### Metal layers overlaid

Two of the layers only.
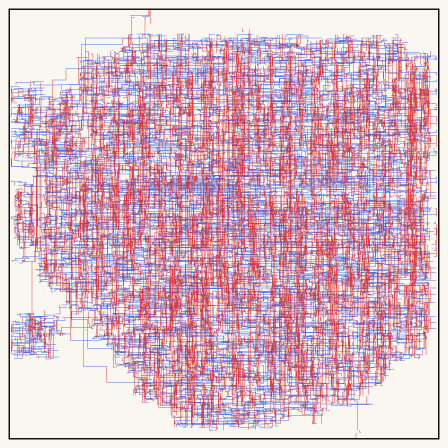
### Close-up of the layout

Region (266, 80) to (291, 105) um. Cells in gray, sequential cells in the stronger gray; small squares are vias.
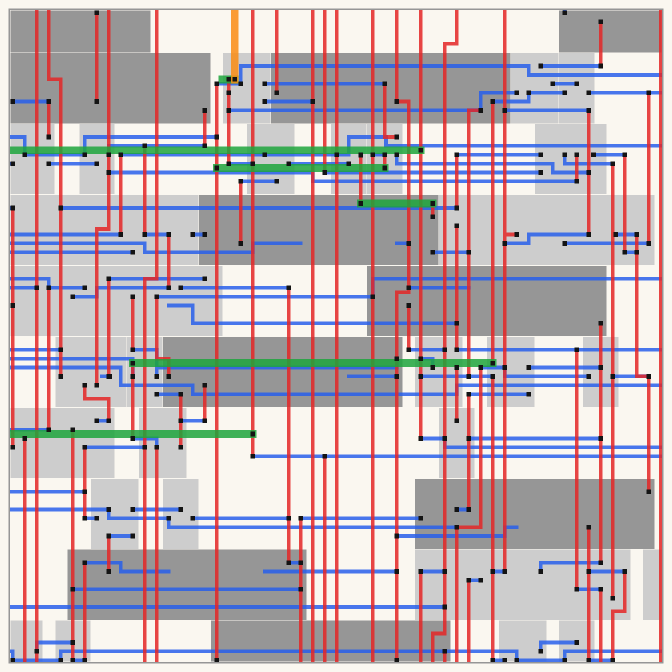
### Routing congestion map

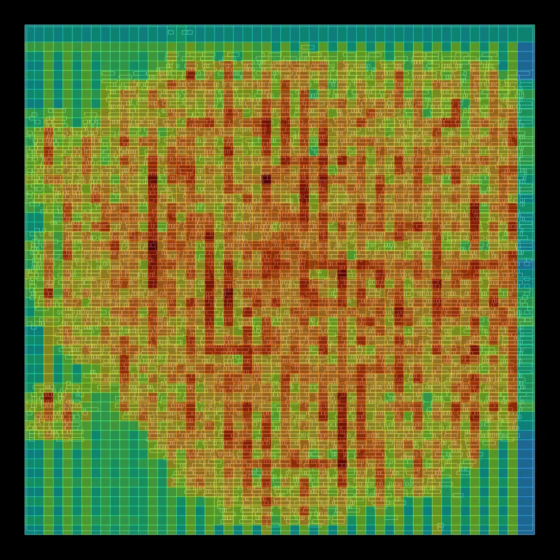
### Metal 4

Cells faint in the background.
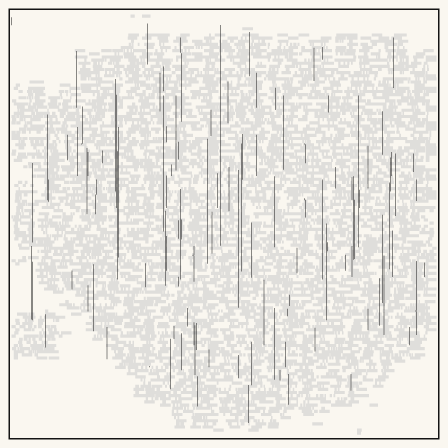
### Floorplan with the power grid

The bar under the picture is 100 um long. Pins as bars on the die edge. Tap cells in gray.
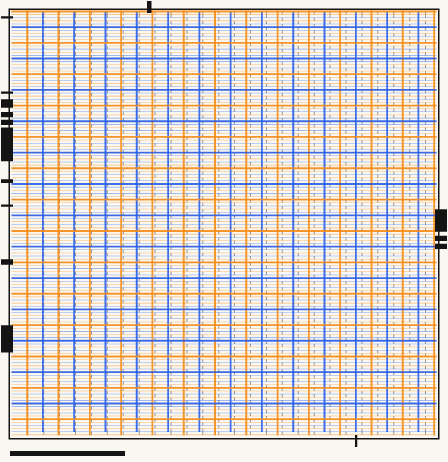
==> src/rtl/corner_collector_pkg.sv <==
// Shared FAST parameter header: coordinate width, output word layout and counter widths.
// Producer and consumers import this so they agree on the word format.
package corner_collector_pkg;

    localparam int COORD_WIDTH_DEFAULT = 10;
    localparam int DROP_CNT_WIDTH      = 16;
    localparam int FRAME_CNT_WIDTH     = 16;

    typedef enum logic {
        ST_IDLE = 1'b0,
        ST_PEND = 1'b1
    } collector_state_t;

    // Output word is {flag, payload}; the flag sits in the MSB (bit 20 for 10-bit coordinates).
    function automatic int wordWidth(input int coordWidth);
        return 2 * coordWidth + 1;
    endfunction

    function automatic int markerBit(input int coordWidth);
        return 2 * coordWidth;
    endfunction

endpackage

==> src/rtl/sync_fifo.sv <==
// Synchronous FIFO with flop-based storage, so the head word is always read from a register.
// Reports full, empty and the number of free entries.
module sync_fifo #(
    parameter int WIDTH = 21,
    parameter int DEPTH = 64
) (
    input  logic                       clk,
    input  logic                       rst,
    input  logic                       wr_en,
    input  logic [WIDTH-1:0]           wr_data,
    input  logic                       rd_en,
    output logic [WIDTH-1:0]           rd_data,
    output logic                       full,
    output logic                       empty,
    output logic [$clog2(DEPTH):0]     free_count
);

    localparam int AW = $clog2(DEPTH);
    localparam int CW = AW + 1;

    logic [WIDTH-1:0] r_mem [DEPTH];
    logic [AW-1:0]    r_wrPtr;
    logic [AW-1:0]    r_rdPtr;
    logic [CW-1:0]    r_count;
    logic             w_push;
    logic             w_pop;

    assign full       = (r_count == CW'(DEPTH));
    assign empty      = (r_count == '0);
    assign free_count = CW'(DEPTH) - r_count;
    assign rd_data    = r_mem[r_rdPtr];
    assign w_push     = wr_en && !full;
    assign w_pop      = rd_en && !empty;

    always_ff @(posedge clk or posedge rst) begin
        if (rst) begin
            for (int i = 0; i < DEPTH; i++) begin
                r_mem[i] <= '0;
            end
            r_wrPtr <= '0;
            r_rdPtr <= '0;
            r_count <= '0;
        end else begin
            if (w_push) begin
                r_mem[r_wrPtr] <= wr_data;
                r_wrPtr        <= r_wrPtr + AW'(1);
            end
            if (w_pop) begin
                r_rdPtr <= r_rdPtr + AW'(1);
            end
            // Simultaneous push and pop leaves occupancy unchanged.
            case ({w_push, w_pop})
                2'b10:   r_count <= r_count + CW'(1);
                2'b01:   r_count <= r_count - CW'(1);
                default: r_count <= r_count;
            endcase
        end
    end

endmodule

==> src/rtl/corner_collector.sv <==
// Packs FAST corners into a FIFO stream and closes each frame with a marker word
// carrying that frame's accepted-corner count.
module corner_collector
    import corner_collector_pkg::*;
#(
    parameter int FIFO_DEPTH  = 64,
    parameter int COORD_WIDTH = COORD_WIDTH_DEFAULT
) (
    input  logic                         clk,
    input  logic                         rst,
    input  logic                         ce,
    input  logic                         iscorner,
    input  logic [COORD_WIDTH-1:0]       x_coord,
    input  logic [COORD_WIDTH-1:0]       y_coord,
    input  logic                         frame_end,
    output logic                         m_valid,
    input  logic                         m_ready,
    output logic [2*COORD_WIDTH:0]       m_data,
    output logic                         overflow,
    output logic [DROP_CNT_WIDTH-1:0]    drop_count,
    output logic [FRAME_CNT_WIDTH-1:0]   frame_count
);

    localparam int WORD_W = wordWidth(COORD_WIDTH);
    localparam int CNT_W  = markerBit(COORD_WIDTH);
    localparam int FREE_W = $clog2(FIFO_DEPTH) + 1;

    collector_state_t     r_state;
    collector_state_t     w_stateNext;
    logic [CNT_W-1:0]     r_frameCorners;
    logic [DROP_CNT_WIDTH-1:0]  r_dropCount;
    logic [FRAME_CNT_WIDTH-1:0] r_frameCount;
    logic                 r_overflow;

    logic                 w_corner;
    logic                 w_frameEnd;
    logic                 w_cornerWrite;
    logic                 w_markerWrite;
    logic                 w_write;
    logic [WORD_W-1:0]    w_wrData;
    logic                 w_full;
    logic                 w_empty;
    logic [FREE_W-1:0]    w_freeCount;

    assign w_corner   = ce && iscorner;
    assign w_frameEnd = ce && frame_end;

    // Corners need two free slots so a later marker always has room; while a marker
    // is pending every corner is dropped.
    assign w_cornerWrite = w_corner && (w_freeCount >= FREE_W'(2)) && (r_state == ST_IDLE);
    assign w_markerWrite = (r_state == ST_PEND) && !w_full && !w_cornerWrite;
    assign w_write       = w_cornerWrite || w_markerWrite;
    assign w_wrData      = w_cornerWrite ? {1'b0, x_coord, y_coord} : {1'b1, r_frameCorners};

    always_comb begin
        w_stateNext = r_state;
        case (r_state)
            ST_IDLE: if (w_frameEnd) w_stateNext = ST_PEND;
            ST_PEND: if (w_markerWrite && !w_frameEnd) w_stateNext = ST_IDLE;
            default: w_stateNext = ST_IDLE;
        endcase
    end

    always_ff @(posedge clk or posedge rst) begin
        if (rst) begin
            r_state        <= ST_IDLE;
            r_frameCorners <= '0;
            r_dropCount    <= '0;
            r_frameCount   <= '0;
            r_overflow     <= 1'b0;
        end else begin
            r_state <= w_stateNext;
            if (w_markerWrite) begin
                r_frameCorners <= '0;
                r_frameCount   <= r_frameCount + FRAME_CNT_WIDTH'(1);
            end else if (w_cornerWrite && (r_frameCorners != '1)) begin
                r_frameCorners <= r_frameCorners + CNT_W'(1);
            end
            if (w_corner && !w_cornerWrite) begin
                r_overflow <= 1'b1;
                if (r_dropCount != '1) begin
                    r_dropCount <= r_dropCount + DROP_CNT_WIDTH'(1);
                end
            end
        end
    end

    sync_fifo #(
        .WIDTH (WORD_W),
        .DEPTH (FIFO_DEPTH)
    ) u_fifo (
        .clk        (clk),
        .rst        (rst),
        .wr_en      (w_write),
        .wr_data    (w_wrData),
        .rd_en      (m_ready),
        .rd_data    (m_data),
        .full       (w_full),
        .empty      (w_empty),
        .free_count (w_freeCount)
    );

    assign m_valid     = !w_empty;
    assign overflow    = r_overflow;
    assign drop_count  = r_dropCount;
    assign frame_count = r_frameCount;

endmodule

==> config.mk <==
export PLATFORM = sky130hd
export DESIGN_NAME = corner_collector
export DESIGN_NICKNAME = d
export VERILOG_FILES = /design/src/rtl/corner_collector_pkg.sv /design/src/rtl/sync_fifo.sv /design/src/rtl/corner_collector.sv
export SDC_FILE = /design/constraint.sdc
export NUM_CORES = 2
export LEC_CHECK = 0
export CAP_MARGIN = 10
export CORE_UTILIZATION = 45
export CTS_CLUSTER_SIZE = 28
export DETAILED_ROUTE_END_ITERATION = 6
export MAX_ROUTING_LAYER = met4
export SLEW_MARGIN = 20
export SYNTH_ARGS = -nofsm -noshare
export SYNTH_HDL_FRONTEND = slang
export SYNTH_SLANG_ARGS = --single-unit
==> constraint.sdc <==
create_clock -name clk -period 70.2 [get_ports clk]
set_input_delay 21.06 -clock clk [delete_from_list [all_inputs] [get_ports clk]]
set_output_delay 21.06 -clock clk [all_outputs]
set_load 0.02 [all_outputs]
==> deck_impl_summary.md <==
Key Metrics from the Run

Final timing
  – Fmax: 0.0357 GHz
  – TNS Setup: 0 ps
  – Hold Fails Final Rpt: 0
  – Crit share post-route: 39.9%
  – Final setup vio count: 0
  – Final slew viol count: 0
  – Worst-margin pin slew: 1140 ps
  – RSZ-0062 raised after global routing: false
  – Worst Skew: 27.7 ps

Clock network
  – Clock Tree Root: clkbuf_16
  – Clock sinks: 1,417
  – Clock-pin slew on the worst setup and hold paths: 60 ps
  – Clk latency late pin: 800 ps
  – CTS H-tree lvls: 4
  – TritonCTS buffer count: 152
  – CTS Buffer Depth: 3
  – # Post-CTS Setup Buffers: 0
  – Hold_buf cts: 0
  – CTS tree: done

Setup path
  – RR Startpoint: u_fifo.r_count[0]
  – CP Capture Point: m_data[9]
  – Register-to-Register Path Depth: 10
  – CP Launch Type: flop
  – Crit path launch: u_fifo.r_rdPtr[1]
  – Flop-to-flop setup slack: 65,740 ps
  – Crit. End Element: output port

Power
  – Cell Pwr Density: 35.3 nW/um^2
  – Comb power: 0.593 mW
  – Logic gate share of total power: 24.4%
  – Seq pwr: 1.03 mW
  – NetSw: 0.792 mW
  – Int Pwr: 1.64 mW
  – Largest Pwr Group: registers
  – Clk pwr share: 33.1%

Synth
  – Synth Flop Type: dfrtp_1
  – Synthesized instance count: 5,653
  – Post-synth regs: 1,417
  – Yosys chip area: 61,300 sq um
  – Synth Area in Compound Gates: 13.8%
  – Most frequent cell after synthesis: dfrtp_1
  – Synth warn: 0
  – Post-synth ARST share: 100%
  – Number of enable flip-flop cells: 0
  – Post-synthesis mux area share: 13.1%
  – Share of the synthesized area in the top cell type: 57.8%
  – Post-Syn Nets: 5,693
  – Basic Gates by Area: 10.6%
  – XOR/XNOR Fraction of Synth Area: 0.857%

Final layout
  – Comb/total area: 35.1%
  – Fillers: 12,000
  – Share of post-route cells with drive strength above 1: 13.2%
  – Sequential share of cell area: 51.6%
  – Clkbuf count: 231
  – MI comb cells: 3,676
  – Flop count: 1,417
  – Buffers excl. clock: 198
  – Combinational Area: 24,100 sq um
  – Clk tree area frac: 7.28%
  – Area-dominant class: flip-flops and latches
  – # diodes: 4
  – Inverters: 31
  – Storage cell area: 35,500 sq um
  – NonClk Buf Share: 2.58%
  – Dominant logic cell type in the layout: dfrtp_1
  – Layout area overhead: 12.1%

Worst hold path
  – Hold endpoint: u_fifo.r_mem[611]
  – HP Class: flop to flop

Floorplanning
  – FP Core Util: 45.3%
  – Die area: 138,000 sq um
  – Tap Cells: 1,781
  – Cell Rows: 135

Global route
  – First-pass GRT wire length: 270,000 um
  – Vias in the first global route: 43,200
  – Gr ovfl total: 0
  – Routing usage on met2: 40.6%
  – Pin count of the biggest net entering global routing: 182
  – GR Util met1: 37.7%

Run
  – Tool Warnings: 46

Routing
  – Pre-Repair DR Iteration Count: 6
  – WL met1: 78,100 um
  – DR WL met3: 11,400 um

Outcome
  – Status: complete, no violations

Placement
  – GP Congestion: 0.829
## Picture notes: 'Metal layers overlaid'
[red] M2 | wire length: 80.6 mm
[blue] M1 | wire length: 78.1 mm
DR vias: 42,700
routed len/inst: 23.7 um
gr usage total: 26.9%
Post-Route WL: 175,000 um

## Picture notes: 'Close-up of the layout'
[orange] M4
[green] M3
[red] M2
[blue] M1
most frequent: nand2_1 (10), o21ai_0 (10), dfrtp_1 (9)
sequential cells in the window: 9
cells with their middle in the window: 35
netlist names of flops here include: u_fifo.r_mem (9)

## Picture notes: 'Routing congestion map'
GRT met3 Usage: 4.16%
final core occ: 50.8%
gr busiest metal: met2

## Picture notes: 'Metal 4'
main direction: vertical
share of all routed wire: 2.7%
nets with wire on the layer: 60

## Picture notes: 'Floorplan with the power grid'
[orange] VSS
[blue] VDD
tap cells: 1,781
met4 straps: 27
signal pins: 81
rows: 135
met5 straps: 27
Die Y: 371 um
VDD IR max: 0.0317 mV
Core Region: 135,000 sq um
Die W: 371 um

-- per-stage QoR --
stage,setup WS [ps],hold slack (ps)
finish,42210,473
detailed placement,43040,457
floorplan,9180,445
CTS,42220,477
global route,42010,491
global placement,43110,453
-- registers in the layout, indices dropped and copies added, names as in the netlist --
name and count:
drop_count 16, u_fifo.r_wrPtr 6, frame_count 16, u_fifo.r_mem 1344, u_fifo.r_rdPtr 6, overflow 1
r_frameCorners 20, u_fifo.r_count 7, r_state 1
-- worst max-delay path, cell delays in order (launching register included) --
cell and delay, ps:
dfrtp_4 1040, buf_4 940, buf_4 890, buf_4 700, mux4_2 400, a22oi_1 480, a21oi_1 320, or4_1 680
clkdlybuf4s50_1 590
Power and IR drop assume default switching activity.
